[config.mk]
export PLATFORM = sky130hd
export DESIGN_NAME = lsu_align_rmw
export DESIGN_NICKNAME = d
export VERILOG_FILES = /design/src/rtl/lsu_align_rmw_pkg.sv /design/src/rtl/lsu_align_rmw_lane_mux.sv /design/src/rtl/lsu_align_rmw.sv
export SDC_FILE = /design/constraint.sdc
export NUM_CORES = 1
export LEC_CHECK = 0
export CAP_MARGIN = 10
export CORE_ASPECT_RATIO = 0.8
export CORE_MARGIN = 2
export CORE_UTILIZATION = 44
export CTS_BUF_LIST = sky130_fd_sc_hd__clkbuf_4 sky130_fd_sc_hd__clkbuf_8 sky130_fd_sc_hd__clkbuf_16
export DETAILED_ROUTE_END_ITERATION = 10
export GPL_TIMING_DRIVEN = 0
export PLACE_DENSITY_LB_ADDON = 0.3
export SLEW_MARGIN = 20
export SYNTH_ARGS = -nofsm -noshare
export SYNTH_HDL_FRONTEND = slang
export SYNTH_SLANG_ARGS = --single-unit
[constraint.sdc]
create_clock -name clk -period 2 [get_ports clk]
set_input_delay 0.4 -clock clk [delete_from_list [all_inputs] [get_ports clk]]
set_output_delay 0.4 -clock clk [all_outputs]
set_load 0.05 [all_outputs]
[src/rtl/lsu_align_rmw_pkg.sv]
// Shared definitions for the load/store alignment unit.
// Holds the RISC-V funct3 access codes, the FSM state encoding, reset
// polarity, a zero word constant, and the helpers that classify a request
// as illegal or misaligned when it is captured.
package lsu_align_rmw_pkg;

    // Load funct3 codes
    localparam logic [2:0] INST_LB  = 3'b000;
    localparam logic [2:0] INST_LH  = 3'b001;
    localparam logic [2:0] INST_LW  = 3'b010;
    localparam logic [2:0] INST_LD  = 3'b011;
    localparam logic [2:0] INST_LBU = 3'b100;
    localparam logic [2:0] INST_LHU = 3'b101;
    localparam logic [2:0] INST_LWU = 3'b110;

    // Store funct3 codes
    localparam logic [2:0] INST_SB  = 3'b000;
    localparam logic [2:0] INST_SH  = 3'b001;
    localparam logic [2:0] INST_SW  = 3'b010;
    localparam logic [2:0] INST_SD  = 3'b011;

    localparam logic        RST_ENABLE_HIGH = 1'b1;
    localparam logic [63:0] ZERO_WORD       = 64'h0;

    typedef enum logic [2:0] {
        ST_IDLE  = 3'd0,
        ST_REQ   = 3'd1,
        ST_RWAIT = 3'd2,
        ST_WREQ  = 3'd3,
        ST_RESP  = 3'd4
    } lsu_state_e;

    // Doubleword and LWU only exist on a 64-bit datapath; the unsigned
    // codes make no sense for stores.
    function automatic logic funct3_illegal(input logic [2:0] f3,
                                            input logic       we,
                                            input logic       is64);
        logic bad;
        bad = 1'b1;
        if (we) begin
            case (f3)
                INST_SB, INST_SH, INST_SW: bad = 1'b0;
                INST_SD:                   bad = ~is64;
                default:                   bad = 1'b1;
            endcase
        end else begin
            case (f3)
                INST_LB, INST_LH, INST_LW, INST_LBU, INST_LHU: bad = 1'b0;
                INST_LD, INST_LWU:                             bad = ~is64;
                default:                                       bad = 1'b1;
            endcase
        end
        return bad;
    endfunction

    // Natural alignment check on the low address bits, keyed by size.
    function automatic logic misaligned(input logic [2:0] f3,
                                        input logic [2:0] low);
        logic mis;
        case (f3[1:0])
            2'b01:   mis = low[0];
            2'b10:   mis = |low[1:0];
            2'b11:   mis = |low[2:0];
            default: mis = 1'b0;
        endcase
        return mis;
    endfunction

endpackage

[src/rtl/lsu_align_rmw_lane_mux.sv]
// lsu_lane_mux: combinational byte-lane logic for the LSU.
// Ports:
//   funct3     access size (bits 1:0) and unsigned flag (bit 2)
//   offset     byte offset of the access inside the memory word
//   rdata      word returned by memory
//   wdata      right-aligned store data
//   load_data  addressed sub-word, sign or zero extended
//   store_data store data moved into its byte lanes
//   store_be   byte strobes for the store lanes
//   merged     rdata with the store lanes replaced by store data
module lsu_lane_mux #(
    parameter int XLEN = 32
) (
    input  logic [2:0]                 funct3,
    input  logic [$clog2(XLEN/8)-1:0]  offset,
    input  logic [XLEN-1:0]            rdata,
    input  logic [XLEN-1:0]            wdata,
    output logic [XLEN-1:0]            load_data,
    output logic [XLEN-1:0]            store_data,
    output logic [XLEN/8-1:0]          store_be,
    output logic [XLEN-1:0]            merged
);

    localparam int NB    = XLEN / 8;
    localparam int OFF_W = $clog2(NB);

    logic [OFF_W+2:0] shamt;
    logic [XLEN-1:0]  shifted;
    logic [XLEN-1:0]  size_mask;
    logic [NB-1:0]    be_base;
    logic             sign_bit;

    assign shamt   = {offset, 3'b000};
    assign shifted = rdata >> shamt;

    // size_mask covers the access width at bit 0; a full-width access
    // leaves nothing to extend, so its sign bit is forced low.
    always_comb begin
        size_mask = '0;
        be_base   = '0;
        sign_bit  = 1'b0;
        case (funct3[1:0])
            2'b00: begin
                size_mask[7:0] = '1;
                be_base[0]     = 1'b1;
                sign_bit       = shifted[7];
            end
            2'b01: begin
                size_mask[15:0] = '1;
                be_base[1:0]    = '1;
                sign_bit        = shifted[15];
            end
            2'b10: begin
                size_mask[31:0] = '1;
                be_base[3:0]    = '1;
                sign_bit        = shifted[31];
            end
            default: begin
                size_mask = '1;
                be_base   = '1;
                sign_bit  = 1'b0;
            end
        endcase
        if (funct3[2]) begin
            sign_bit = 1'b0;
        end
    end

    assign load_data  = (shifted & size_mask) | ({XLEN{sign_bit}} & ~size_mask);
    assign store_data = (wdata & size_mask) << shamt;
    assign store_be   = be_base << offset;
    assign merged     = store_data | (rdata & ~(size_mask << shamt));

endmodule

[src/rtl/lsu_align_rmw.sv]
// lsu_align_rmw: sequential load/store alignment unit for the memory stage.
// Takes one request at a time, talks to a single-outstanding req/gnt/rvalid
// data RAM port, and returns a one-cycle registered response.
// Ports:
//   clk, rst                 clock and synchronous active-high reset
//   req_*                    request handshake, opcode, address, data, rd
//   mem_*                    data RAM request/grant/read-return port
//   rsp_*                    writeback response (valid pulse, rd, data, err)
// With USE_BE=0 sub-word stores become read-modify-write with a full-word
// write and all strobes set.
module lsu_align_rmw
    import lsu_align_rmw_pkg::*;
#(
    parameter int XLEN   = 32,
    parameter int ADDR_W = 32,
    parameter bit USE_BE = 1'b1
) (
    input  logic              clk,
    input  logic              rst,
    input  logic              req_valid_i,
    output logic              req_ready_o,
    input  logic              req_we_i,
    input  logic [2:0]        req_funct3_i,
    input  logic [ADDR_W-1:0] req_addr_i,
    input  logic [XLEN-1:0]   req_wdata_i,
    input  logic [4:0]        req_rd_i,
    output logic              mem_req_o,
    output logic              mem_we_o,
    output logic [ADDR_W-1:0] mem_addr_o,
    output logic [XLEN-1:0]   mem_wdata_o,
    output logic [XLEN/8-1:0] mem_be_o,
    input  logic              mem_gnt_i,
    input  logic              mem_rvalid_i,
    input  logic [XLEN-1:0]   mem_rdata_i,
    output logic              rsp_valid_o,
    output logic              rsp_reg_we_o,
    output logic [4:0]        rsp_rd_o,
    output logic [XLEN-1:0]   rsp_data_o,
    output logic              rsp_err_o
);

    localparam int         NB      = XLEN / 8;
    localparam int         OFF_W   = $clog2(NB);
    localparam logic       IS64    = (XLEN == 64);
    localparam logic [1:0] FULL_SZ = (XLEN == 64) ? 2'b11 : 2'b10;

    lsu_state_e        state, state_next;
    logic [ADDR_W-1:0] addr_q;
    logic [2:0]        funct3_q;
    logic              we_q;
    logic [XLEN-1:0]   wdata_q;
    logic [4:0]        rd_q;
    logic              err_q;
    logic              rsp_we_q;
    logic [XLEN-1:0]   rsp_data_q;
    logic [XLEN-1:0]   merged_q;

    logic              accept;
    logic              req_err;
    logic              req_full;
    logic              full_word;
    logic [XLEN-1:0]   load_data;
    logic [XLEN-1:0]   store_data;
    logic [NB-1:0]     store_be;
    logic [XLEN-1:0]   merged;

    assign accept    = req_valid_i && (state == ST_IDLE);
    assign req_err   = funct3_illegal(req_funct3_i, req_we_i, IS64)
                     | misaligned(req_funct3_i, req_addr_i[2:0]);
    assign req_full  = (req_funct3_i[1:0] == FULL_SZ);
    assign full_word = (funct3_q[1:0] == FULL_SZ);

    lsu_lane_mux #(.XLEN(XLEN)) u_lane_mux (
        .funct3     (funct3_q),
        .offset     (addr_q[OFF_W-1:0]),
        .rdata      (mem_rdata_i),
        .wdata      (wdata_q),
        .load_data  (load_data),
        .store_data (store_data),
        .store_be   (store_be),
        .merged     (merged)
    );

    // State and request registers. A captured request clears the previous
    // response; the read return either fills the load result or the merged
    // word for the read-modify-write store.
    always_ff @(posedge clk) begin
        if (rst == RST_ENABLE_HIGH) begin
            state      <= ST_IDLE;
            addr_q     <= '0;
            funct3_q   <= '0;
            we_q       <= 1'b0;
            wdata_q    <= '0;
            rd_q       <= '0;
            err_q      <= 1'b0;
            rsp_we_q   <= 1'b0;
            rsp_data_q <= '0;
            merged_q   <= '0;
        end else begin
            state <= state_next;
            if (accept) begin
                addr_q     <= req_addr_i;
                funct3_q   <= req_funct3_i;
                we_q       <= req_we_i;
                wdata_q    <= req_wdata_i;
                rd_q       <= req_rd_i;
                err_q      <= req_err;
                rsp_we_q   <= 1'b0;
                rsp_data_q <= ZERO_WORD[XLEN-1:0];
            end
            if (state == ST_RWAIT && mem_rvalid_i) begin
                if (we_q) begin
                    merged_q <= merged;
                end else begin
                    rsp_data_q <= load_data;
                    rsp_we_q   <= 1'b1;
                end
            end
        end
    end

    // Next state. Errors skip memory entirely; stores go straight to the
    // write when strobes are available or the store covers the whole word.
    always_comb begin
        state_next = state;
        case (state)
            ST_IDLE: begin
                if (req_valid_i) begin
                    if (req_err) begin
                        state_next = ST_RESP;
                    end else if (req_we_i && (USE_BE || req_full)) begin
                        state_next = ST_WREQ;
                    end else begin
                        state_next = ST_REQ;
                    end
                end
            end
            ST_REQ:   if (mem_gnt_i)    state_next = ST_RWAIT;
            ST_RWAIT: if (mem_rvalid_i) state_next = we_q ? ST_WREQ : ST_RESP;
            ST_WREQ:  if (mem_gnt_i)    state_next = ST_RESP;
            ST_RESP:  state_next = ST_IDLE;
            default:  state_next = ST_IDLE;
        endcase
    end

    assign req_ready_o  = (state == ST_IDLE);
    assign mem_req_o    = (state == ST_REQ) || (state == ST_WREQ);
    assign mem_we_o     = (state == ST_WREQ);
    assign mem_addr_o   = mem_req_o ? {addr_q[ADDR_W-1:OFF_W], {OFF_W{1'b0}}} : '0;
    assign mem_wdata_o  = !mem_we_o ? ZERO_WORD[XLEN-1:0]
                        : ((USE_BE || full_word) ? store_data : merged_q);
    assign mem_be_o     = !mem_we_o ? '0 : (USE_BE ? store_be : {NB{1'b1}});
    assign rsp_valid_o  = (state == ST_RESP);
    assign rsp_reg_we_o = rsp_valid_o && rsp_we_q;
    assign rsp_rd_o     = rsp_valid_o ? rd_q : 5'd0;
    assign rsp_data_o   = rsp_valid_o ? rsp_data_q : ZERO_WORD[XLEN-1:0];
    assign rsp_err_o    = rsp_valid_o && err_q;

endmodule

==> Slide: Implementation Results, run 1 <==
Flow Results at a Glance

GRT
  – Global-route wire length before repair: approximately 33 mm
  – M2 GR Usage: 50.15%
  – Total track usage: between 30 and 40%

Detailed routing
  – Via/cell ratio: 5.775
  – Antenna violation net count after detailed routing: 0
  – Drt pass-1 iters: 6

Layout
  – Combinational share of cell area: 37.60%
  – Logic area: 3807 um^2
  – Invs w/o clock: 3
  – Seq area share: between 20% and 30%
  – Area delta synth->final: 80.63%
  – Fill cells: 726
  – ClkCell Share: 2.903%
  – Core Util, Final: 82.36%
  – Share of cells above drive strength 1: 35.95%

STA
  – Max-slew violations: 0
  – Unrepaired setup endpoints after global routing: yes
  – Final hold vios: 0
  – Worst-margin pin slew: 634.8 ps
  – Setup violators final: 126
  – Final setup margin: -340.3 ps
  – Max Freq: 427.3 MHz
  – Fin Hold WS: 448.4 ps

Clock tree
  – Number of gates resized after cts: 860
  – Clock Sinks: approximately 110
  – Skew-Pair Late Insertion Delay: about 350 ps
  – H-tree levels: 3
  – CTS tree: done
  – Number of CTS-inserted buffers: 9

Floorplanning
  – Die W: 130.2 um
  – Core area: roughly 12,000 um^2

Critical path
  – Worst Setup EP: mem_wdata_o[25]
  – CP max FO: 5
  – Reg2reg path depth: 11
  – Kind of critical path: flop to primary output
  – Arrival time worst endpoint: roughly 1900 ps
  – CP most frequent cell: buf_6
  – CP cell instances: buf_6 > nand3b_1 > buf_6 > clkinvlp_4 > o21ai_4 > buf_12 > buf_6 > a211oi_4 > buf_6
  – Reg2reg setup slack: -150 ps
  – Worst stage delay on the critical path: 350 ps
  – Worst setup EP type: primary output

Synth
  – Dominant kind of combinational cell: simple AND/OR/NAND/NOR gates
  – Post-synth top area cell: dfxtp_1
  – Gate Count Post-Synth: approximately 760
  – Mapped Area: 5607 um^2
  – Most used DFF post-synth: dfxtp_1
  – Syn_area_per_cell: about 7.3 um^2
  – Post-synth regs: 110
  – Ys cells: 763
  – Largest cells by area: dfxtp_1, nand2_1, a21oi_1, and2_1, a211oi_1

Pwr
  – Sequential share of power: 41.9%
  – Pleak: approximately 4 nW
  – Power Dens Cells: between 500 and 600 nW/um^2
  – Comb power: between 0.0015 and 0.002 W
  – Sw Share: 32.22%
  – Top Consumer: registers

Outcome
  – Violated checks: negative setup slack
  – Status: finished with violations

Place
  – Worst slack at placement: -1149 ps
  – DP Area: 8372 um^2
  – GP Congestion: 0.9259

Min path
  – Worst hold path class: flop to flop

Job
  – OpenROAD warning count: 29
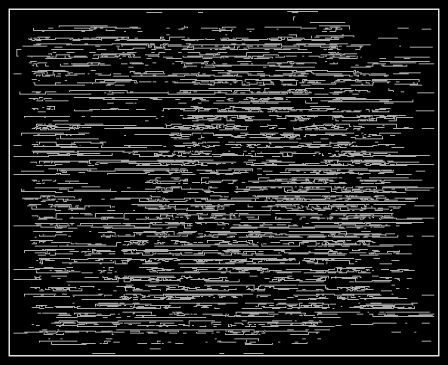
**Above:** run 1 (met1 routing).
longest straight run: 46.0 um
main direction: horizontal
nets with wire on the layer: 1,029
share of all routed wire: 39%
met1 usage: 39.72%
routed vias: 7,028
drt total wl: 24.77 mm

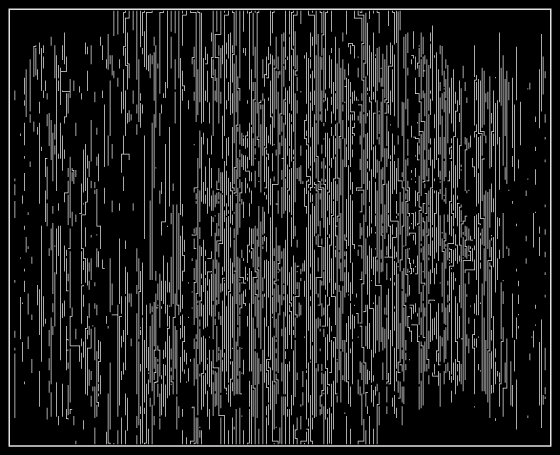
**Above:** run 1 (M2 wires).
main direction: vertical
wire length on this layer: 11,300 um
nets with wire on the layer: 994

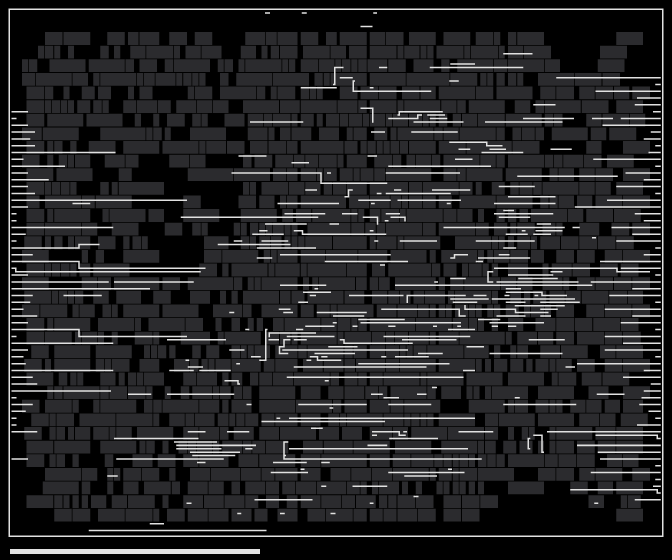
**Above:** run 1 (signal wires on met3).
The bar under the picture is 50 um long.
share of all routed wire: 10%
wire length on this layer: 2,590 um
nets with wire on the layer: 271
main direction: horizontal
met3 usage: 7.220%

**Run 1: signal wires on met4**

The bar under the picture is 50 um long.
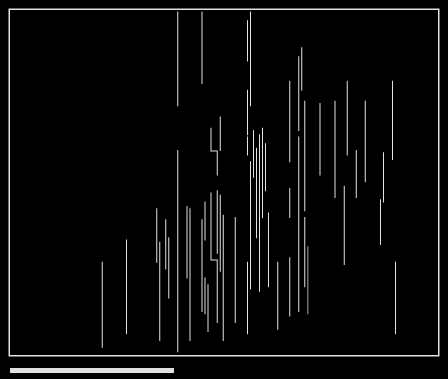

==> run 1 -> run 2 <==
SETUP_SLACK_MARGIN = 0.2   (was not set)
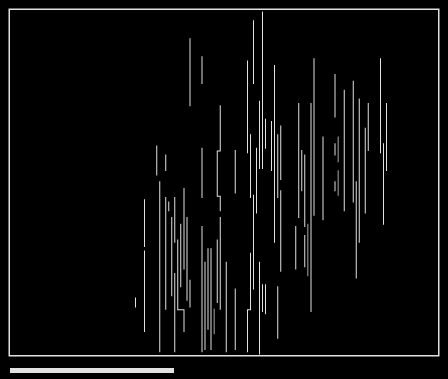
**Above:** run 2 (signal wires on met4).
The bar under the picture is 50 um long.
main direction: vertical
nets with wire on the layer: 65
longest straight run: 63.2 um
share of all routed wire: 6.0%
drt total wl: 26.24 mm
routed vias: 7,281

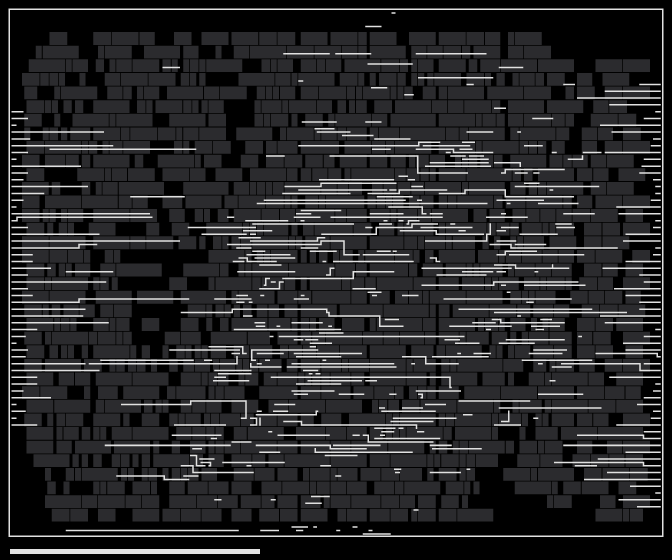
**Above:** run 2 (signal wires on met3).
The bar under the picture is 50 um long.
longest straight run: 45.8 um
nets with wire on the layer: 299
wire length on this layer: 3,080 um
share of all routed wire: 12%
met3 usage: 7.424%

==> Slide: Implementation Results, run 2 <==
Flow Results at a Glance

Layout
  – Fin nets: 1,155
  – Seq area share: 21.34% (-0.54 points)
  – Fin cells: 1,221
  – ClkCell Share: 2.726% (-0.18 points)
  – Registers: 110
  – Invs w/o clock: 3 (unchanged)
  – Combinational share of cell area: 37.24% (-0.36 points)
  – Biggest regs: addr_q (32), rsp_data_q (32), wdata_q (32)
  – Core Util, Final: 84.35% (+2.0 points)
  – Multi-Input Combinational: 586
  – Fill cells: 673 (-7.3%)
  – Logic area: 3862 um^2 (+1.4%)
  – Area delta synth->final: 85.00%
  – Share of cells above drive strength 1: 38.86% (+2.9 points)
  – Post-route cell area: 10,370 um^2
  – Seq. cell area: roughly 2200 um^2

Synth
  – Adder-cell share of the synthesized area: 0%
  – Register share after synthesis: 39.28%
  – Gate Count Post-Synth: 763 (unchanged)
  – Post-synth EDFFs: 0
  – Largest cells by area: dfxtp_1, nand2_1, a21oi_1, and2_1, a211oi_1
  – Post-synth top area cell: dfxtp_1
  – Mux cell area share after synthesis: 4.686%
  – Dominant kind of combinational cell: simple AND/OR/NAND/NOR gates
  – Most used DFF post-synth: dfxtp_1
  – Syn_area_per_cell: 7.348 um^2 (unchanged)
  – Mapped Area: 5607 um^2 (unchanged)
  – FFs w/ async S/R, synth: 0%
  – Ys cells: 763 (unchanged)
  – Post-synth regs: 110 (unchanged)
  – Complex Gates by Area: approximately 21%

GRT
  – Antenna violations before repair: 0
  – GR peak layer: met2
  – Overflow after GRT: 0
  – Global-route wire length before repair: 33.79 mm (+1.5%)
  – M2 GR Usage: 50.71% (+0.56 points)
  – Number of global-route vias before repair: between 6k and 7k

Detailed routing
  – DR WL met3: 3.075 mm
  – Via/cell ratio: 5.963 (+3.3%)
  – Antenna violation net count after detailed routing: 0 (unchanged)
  – Iter 0 DRT Violations: between 900 and 1k
  – Drt pass-1 iters: 5 (-1)

Floorplanning
  – Core area: 12,300 um^2 (unchanged)
  – N_taps: between 150 and 200
  – Number of I/O pins: 221
  – Die W: 130.2 um (unchanged)
  – Initial Util: between 40 and 50%

Pwr
  – Power Dens Cells: 575.4 nW/um^2 (-0.76%)
  – Maximum vdd drop: 461.5 uV
  – Pleak: 4.109 nW (+0.48%)
  – Switch Pwr: 0.001999 W
  – Sw Share: 33.48% (+1.3 points)
  – Top Consumer: registers
  – Sequential share of power: 41.1% (-0.8 points)
  – Comb power: 0.00173 W (+5%)
  – Clock power frac: 29.9%
  – Final Power: 0.005968 W
  – Clock network power: 0.00178 W

Place
  – Worst slack at placement: -1096 ps (+52.59 ps)
  – GP Congestion: 0.9160 (-1.1%)
  – # port buffers: 218
  – DP Area: 8446 um^2 (+0.88%)
  – Cells after DPL: 1,153

Critical path
  – Worst setup EP type: primary output
  – Worst Setup EP: mem_wdata_o[30]
  – Worst stage delay on the critical path: 340 ps (about the same)
  – CP max-delay cell: dfxtp_2
  – R2R Path Start: addr_q[1]
  – CP max FO: 5 (unchanged)
  – Kind of critical path: flop to primary output
  – CP cell instances: buf_8 > nand3b_1 > clkinvlp_4 > o21ai_4 > a211oi_4 > buf_6
  – Arrival time worst endpoint: 1970 ps (+30 ps)
  – Reg2reg path depth: 5 (-6)
  – Reg2reg setup slack: 90 ps (+240 ps)
  – Crit. path cell count: 6
  – CP Launch Point: state[2]

Clock tree
  – Root buf cell: clkbuf_16
  – CTS max path bufs: 2
  – Post-CTS setup buffers: 23
  – Number of gates resized after cts: 931 (+8.3%)
  – H-tree levels: 3 (unchanged)
  – CTS tree: done
  – Hold_buf cts: 0
  – Clock Sinks: 110 (unchanged)
  – Number of CTS-inserted buffers: 9 (unchanged)
  – Skew-Pair Late Insertion Delay: 360 ps (about the same)

STA
  – Max Freq: 421.5 MHz (-1.4%)
  – Fin Hold WS: 453.3 ps (+4.860 ps)
  – Max-slew violations: 0 (unchanged)
  – Setup violators final: 104 (-17%)
  – Worst Skew: 10.96 ps
  – Worst-margin pin slew: 641.8 ps (+7.032 ps)
  – Final hold vios: 0 (unchanged)
  – Crit share post-route: 118.6%
  – Unrepaired setup endpoints after global routing: yes
  – TNS Setup: -17,250 ps
  – Final setup margin: -372.7 ps (-32.32 ps)

Outcome
  – Status: finished with violations
  – Violated checks: negative setup slack

Min path
  – Worst Hold Endpoint: addr_q[28]
  – Worst hold path class: flop to flop

Job
  – OpenROAD warning count: 29 (unchanged)
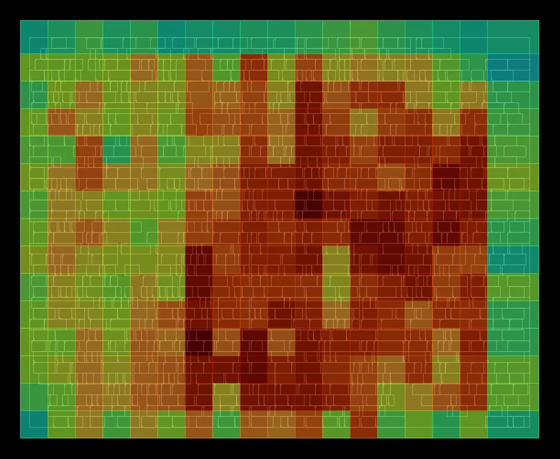
**Above:** run 2 (routing congestion map).
total track usage: 31.52%
met1 usage: 40.55%
wire length per cell: 21.49 um

**Run 2: met1 routing**

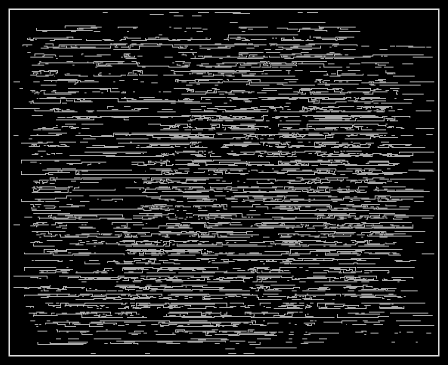

==> run 2 -> run 3 <==
ABC_CLOCK_PERIOD_IN_PS = 2000   (was not set)
REMOVE_ABC_BUFFERS = 1   (was not set)
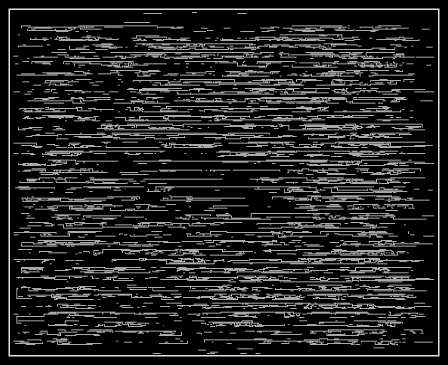
**Above:** run 3 (met1 routing).
routed vias: 6,919
drt total wl: 25.66 mm
met1 usage: 37.94%

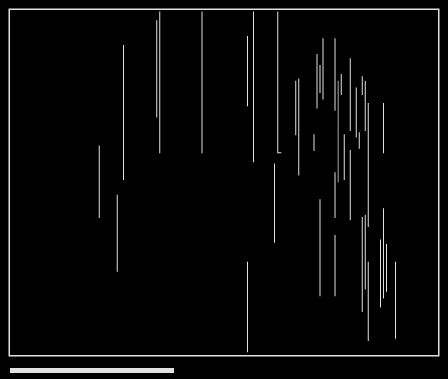
**Above:** run 3 (signal wires on met4).
The bar under the picture is 50 um long.
share of all routed wire: 3.4%
longest straight run: 45.6 um

==> Slide: Implementation Results, run 3 <==
Flow Results at a Glance

STA
  – Unrepaired setup endpoints after global routing: yes
  – Final hold vios: 0 (unchanged)
  – Setup violators final: 96 (-7.7%)
  – Worst-margin pin slew: 633.9 ps (-7.979 ps)
  – Max-slew violations: 0 (unchanged)
  – Worst Skew: 8.597 ps (-2.363 ps)
  – Fin Hold WS: 452.1 ps (-1.188 ps)
  – TNS Setup: -11,360 ps (+5891 ps)
  – Final setup margin: -252.9 ps (+119.8 ps)
  – Max Freq: 443.9 MHz (+5.3%)
  – Crit share post-route: 112.6% (-6.0 points)

Job
  – OpenROAD warning count: 27 (-6.9%)

Detailed routing
  – DR WL met3: 2.281 mm (-26%)
  – Antenna violation net count after detailed routing: 0 (unchanged)
  – DR top layer: met4
  – Wire length per cell: 21.37 um (-0.58%)
  – Drt pass-1 iters: 5 (unchanged)
  – Iter 0 DRT Violations: 672 (-31%)
  – Via/cell ratio: 5.761 (-3.4%)

Pwr
  – Switch Pwr: 0.001979 W (-0.96%)
  – Top Consumer: registers
  – Pleak: 4.344 nW (+5.7%)
  – Clock power frac: 28.8% (-1.1 points)
  – Final Power: 0.006139 W (+2.9%)
  – Comb power: 0.00192 W (+10%)
  – Clock network power: 0.00177 W (about the same)
  – Sequential share of power: 40.0% (-1.1 points)
  – Maximum vdd drop: 425.7 uV (-7.8%)
  – Sw Share: 32.24% (-1.2 points)
  – Power Dens Cells: 568.4 nW/um^2 (-1.2%)

Layout
  – Registers: 110 (unchanged)
  – Seq. cell area: 2228 um^2 (+0.68%)
  – Non-CTS buffers: 315
  – Most frequent cells in the layout: nand2_1, clkdlybuf4s50_1, dfxtp_1
  – Logic area: 4126 um^2 (+6.8%)
  – Invs w/o clock: 3 (unchanged)
  – Multi-Input Combinational: 586 (unchanged)
  – Combinational share of cell area: 38.21% (+0.97 points)
  – Fin cells: 1,201 (-1.6%)
  – Fill cells: 568 (-16%)
  – Share of cells above drive strength 1: 44.08% (+5.2 points)
  – Post-route cell area: 10,800 um^2 (+4.1%)
  – ClkCell Share: 2.641% (-0.085 points)
  – Core Util, Final: 87.83% (+3.5 points)
  – Area delta synth->final: 92.64%
  – Fin nets: 1,135 (-1.7%)
  – Seq area share: 20.63% (-0.71 points)
  – Biggest regs: addr_q (32), rsp_data_q (32), wdata_q (32)

Clock tree
  – CTS max path bufs: 2 (unchanged)
  – Number of CTS-inserted buffers: 9 (unchanged)
  – Skew-Pair Late Insertion Delay: 340 ps (-20 ps)
  – Hold_buf cts: 0 (unchanged)
  – Post-CTS setup buffers: 38 (+65%)
  – Root buf cell: clkbuf_16
  – Number of gates resized after cts: 958 (+2.9%)
  – Clock Sinks: 110 (unchanged)
  – H-tree levels: 3 (unchanged)
  – CTS tree: done

GRT
  – Largest net degree at the start of global routing: 56
  – Antenna violations before repair: 0 (unchanged)
  – M2 GR Usage: 46.60% (-4.1 points)
  – Total track usage: 29.34% (-2.2 points)
  – Number of global-route vias before repair: 5,991 (-5.7%)
  – Global-route wire length before repair: 31.45 mm (-6.9%)
  – Overflow after GRT: 0 (unchanged)
  – GR peak layer: met2

Critical path
  – Worst stage delay on the critical path: 370 ps (+30 ps)
  – CP max-delay cell: dfxtp_4
  – Worst setup EP type: primary output
  – Arrival time worst endpoint: 1850 ps (-120 ps)
  – CP cell instances: nand3b_1 > nor2_4 > buf_12 > buf_6 > nand2_2 > a21oi_2 > buf_6
  – Reg2reg path depth: 11 (+6)
  – Worst Setup EP: mem_wdata_o[20]
  – Reg2reg setup slack: 50 ps (-40 ps)
  – Crit. path cell count: 7 (+1)
  – CP max FO: 5 (unchanged)
  – Kind of critical path: flop to primary output
  – CP Launch Point: state[2]

Place
  – Cells after DPL: 1,102 (-4.4%)
  – # port buffers: 218 (unchanged)
  – GP Congestion: 0.8587 (-6.3%)
  – Worst slack at placement: -2073 ps (-976.8 ps)
  – DP Area: 7934 um^2 (-6.1%)

Min path
  – Worst hold path class: flop to flop
  – Worst Hold Endpoint: wdata_q[30]
  – Worst Hold Launch: wdata_q[30]
  – Hold Crit Depth: 2

Synth
  – Dominant kind of combinational cell: simple AND/OR/NAND/NOR gates
  – Register share after synthesis: 39.28% (unchanged)
  – FFs w/ async S/R, synth: 0% (unchanged)
  – Most used DFF post-synth: dfxtp_1
  – Mux cell area share after synthesis: 4.686% (unchanged)
  – Synth warn: 0
  – Gate Count Post-Synth: 763 (unchanged)
  – Syn_area_per_cell: 7.348 um^2 (unchanged)
  – Largest cells by area: dfxtp_1, nand2_1, a21oi_1, and2_1, a211oi_1
  – Xor/xnor share: 0.1562%
  – Ys cells: 763 (unchanged)
  – Top cells by count, synth: nand2_1, a21oi_1, dfxtp_1
  – Mapped Area: 5607 um^2 (unchanged)
  – Yosys stat area: 5607 um^2
  – Adder-cell share of the synthesized area: 0% (unchanged)
  – Post-synth top area cell: dfxtp_1
  – Complex Gates by Area: 21.49% (unchanged)
  – Post-synth EDFFs: 0 (unchanged)

Outcome
  – Status: finished with violations
  – Violated checks: negative setup slack

Floorplanning
  – Die span in y: 105.0 um
  – Core area: 12,300 um^2 (unchanged)
  – Number of I/O pins: 221 (unchanged)
  – Die W: 130.2 um (unchanged)
  – N_taps: 171 (unchanged)
  – Initial Util: 45.59% (unchanged)
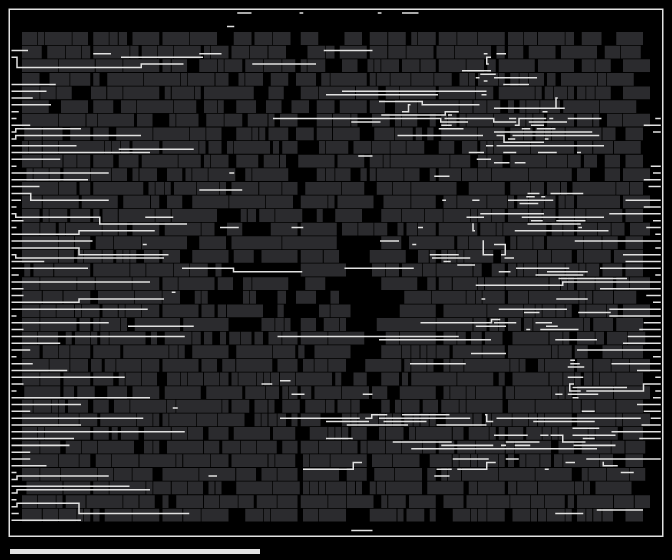
**Above:** run 3 (signal wires on met3).
The bar under the picture is 50 um long.
longest straight run: 36.8 um
wire length on this layer: 2,280 um
main direction: horizontal
met3 usage: 9.012%

Power figures rest on the tool's default switching activity, not on a simulated workload.
